==> config.mk <==
export PLATFORM = sky130hd
export DESIGN_NAME = fifo_serializer_tx_flat
export DESIGN_NICKNAME = d
export VERILOG_FILES = /design/src/rtl/fifo_serializer_tx_if.sv /design/src/rtl/fifo_serializer_tx.sv /design/src/flat_wrapper.sv
export SDC_FILE = /design/constraint.sdc
export NUM_CORES = 1
export LEC_CHECK = 0
export CAP_MARGIN = 20
export CORE_MARGIN = 2
export CORE_UTILIZATION = 55
export CTS_BUF_LIST = sky130_fd_sc_hd__clkbuf_8
export DETAILED_ROUTE_END_ITERATION = 8
export GPL_ROUTABILITY_DRIVEN = 0
export PLACE_DENSITY = 0.85
export SKIP_LAST_GASP = 1
export SLEW_MARGIN = 20
export SYNTH_ARGS = -nofsm -noshare
export SYNTH_HDL_FRONTEND = slang
export SYNTH_SLANG_ARGS = --single-unit
==> constraint.sdc <==
create_clock -name clk -period 2.5 [get_ports clk]
set_input_delay 0.5 -clock clk [delete_from_list [all_inputs] [get_ports clk]]
set_output_delay 0.5 -clock clk [all_outputs]
set_load 0.01 [all_outputs]
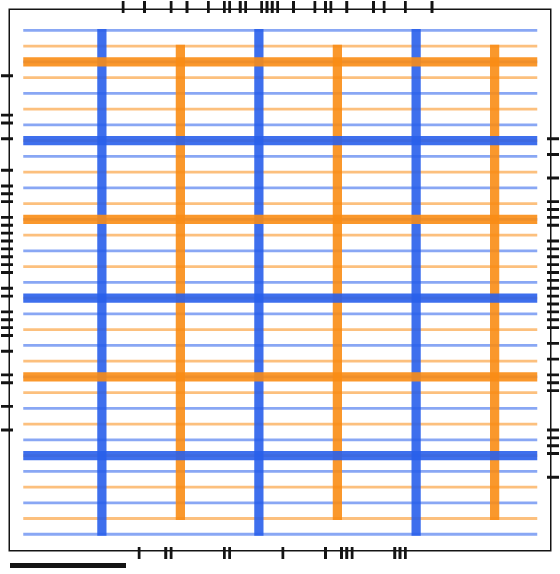
*Supply network*
Scale bar: 20 um. Pins as bars on the die edge.
- blue: VSS
- orange: VDD
- met4 straps: 6
- met1 rails: 33
- signal pins: 91
- rows: 32
Die Y: 93.3 um
Core ar.: 7730 um^2
die span in x: 93.3 um
Worst VDD drop: 561 uV

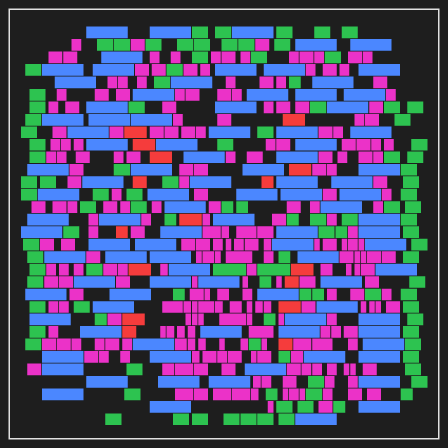
*Placement by cell class*
- green: remaining buffers and delay cells (cells 109; share of their area 19%)
- red: clock drivers and dummy loads (cells 16; share of their area 3.4%)
- magenta: combinational and other logic (cells 250; share of their area 33%)
- blue: sequential cells (cells 98; share of their area 45%)
fin util: 0.728
sequential cell area share: 0.436
Final Cell Area: 5620 um^2

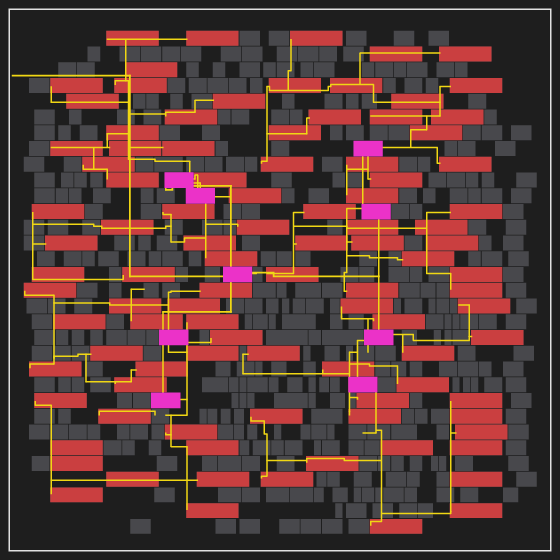
*Clock wires, drivers and flops*
- red: flip-flops (count 98)
- magenta: clock drivers (count 9)
- yellow: clock wires (length 1060 um)
- flops lie: widely spread
clk_lat worst skew: 360 ps
clk pwr: 0.964 mW
clock power share: 0.187
Final Skew: 12.4 ps

==> results_dict.tcl <==
# metrics dict for downstream scripts
set metrics [dict create \
    num-fill-cells 542 \
    clkSlewWorstSetupHoldPaths_ps 100 \
    lay_top_count "dfrtp_1" \
    wl_met3_um 578 \
    r2r_cells 6 \
    maxSlewViolCount 0 \
    stdcell_count 575 \
    seq_power_share 0.465 \
    syn-num-nets 455 \
    cts_buffers 9 \
    largest_reg_flops 64 \
    dp_worst_setup_slack_ps 164 \
    p_per_area_nw_per_um2 918 \
    yosys-top-cells-count "dfrtp_1, o22ai_1, a2bb2oi_1" \
    p_int_mw 3.47 \
    synth-seq-cells 98 \
    synth-main-ff-cell "dfrtp_1" \
    diodes 0 \
    crit_path_top_delay_cell "clkdlybuf4s50_1" \
    ys_sh_aoi 0.261 \
    grtUsageTotal 0.235 \
    cts_tree "built" \
    path_max_fanout 4 \
    edf_count 0 \
    finalSetupTns_ps 0 \
    cpLargestDelayFamily "buffers and inverters" \
    use_met2 0.354 \
    htreeDepth 3 \
    path_class "reg -> out" \
    dieArea_um2 8700 \
    drive_gt1_frac 0.104 \
    power_leader "sequential cells" \
    most_common_cell "dfrtp_1" \
    dr_total_vias 3561 \
    drtIter0Drc 159 \
    cts_sinks 98 \
    grt_first_pass_wirelength_um 16300 \
    synth.cellmix.simpleShare 0.0807 \
    drt_wl_total_um 9960 \
    status "finished, final reports clean" \
    drv_cap 0 \
    ys_cells 380 \
    placed_cells 559 \
    netlist_top_cells_area "dfrtp_1, a2bb2oi_1, o22ai_1" \
    setup_slack_ps 213 \
    synth.largest_area_cell "dfrtp_1" \
    ys_chip_area_um2 4390 \
    lay_top_cells "dfrtp_1, clkdlybuf4s50_1, o22ai_1" \
    path_cells "nor3_2, inv_2, nor2_2, nand2_1, clkdlybuf4s50_1" \
    worstPathArrival_ps 1790 \
    initial_core_util 0.568 \
    top_layer "met4" \
    ys_sh_xor 0.0399 \
    power_leakage_nw 2.20 \
    viasPerCell 6.19 \
    pg_seq_mw 2.40 \
    n_clock_buffer 10 \
    synth_area_um2 4390 \
    comb_area_share 0.317 \
    critPathCaptureType "output pin" \
    m1WireLength_um 4510 \
    rrSetupSlack_ps 510 \
    dr.pass1.iters 4 \
    mux_area_frac 0.0128 \
    warnings 26 \
    postPlaceCellArea_um2 5440 \
    use_met1 0.344 \
    slew_headroom 0.475 \
    grt_max_degree 64 \
    comb_power_share 0.349 \
    period_used_share 0.915 \
    synthDistinctLibCells 47 \
]
Power and IR drop assume default switching activity.
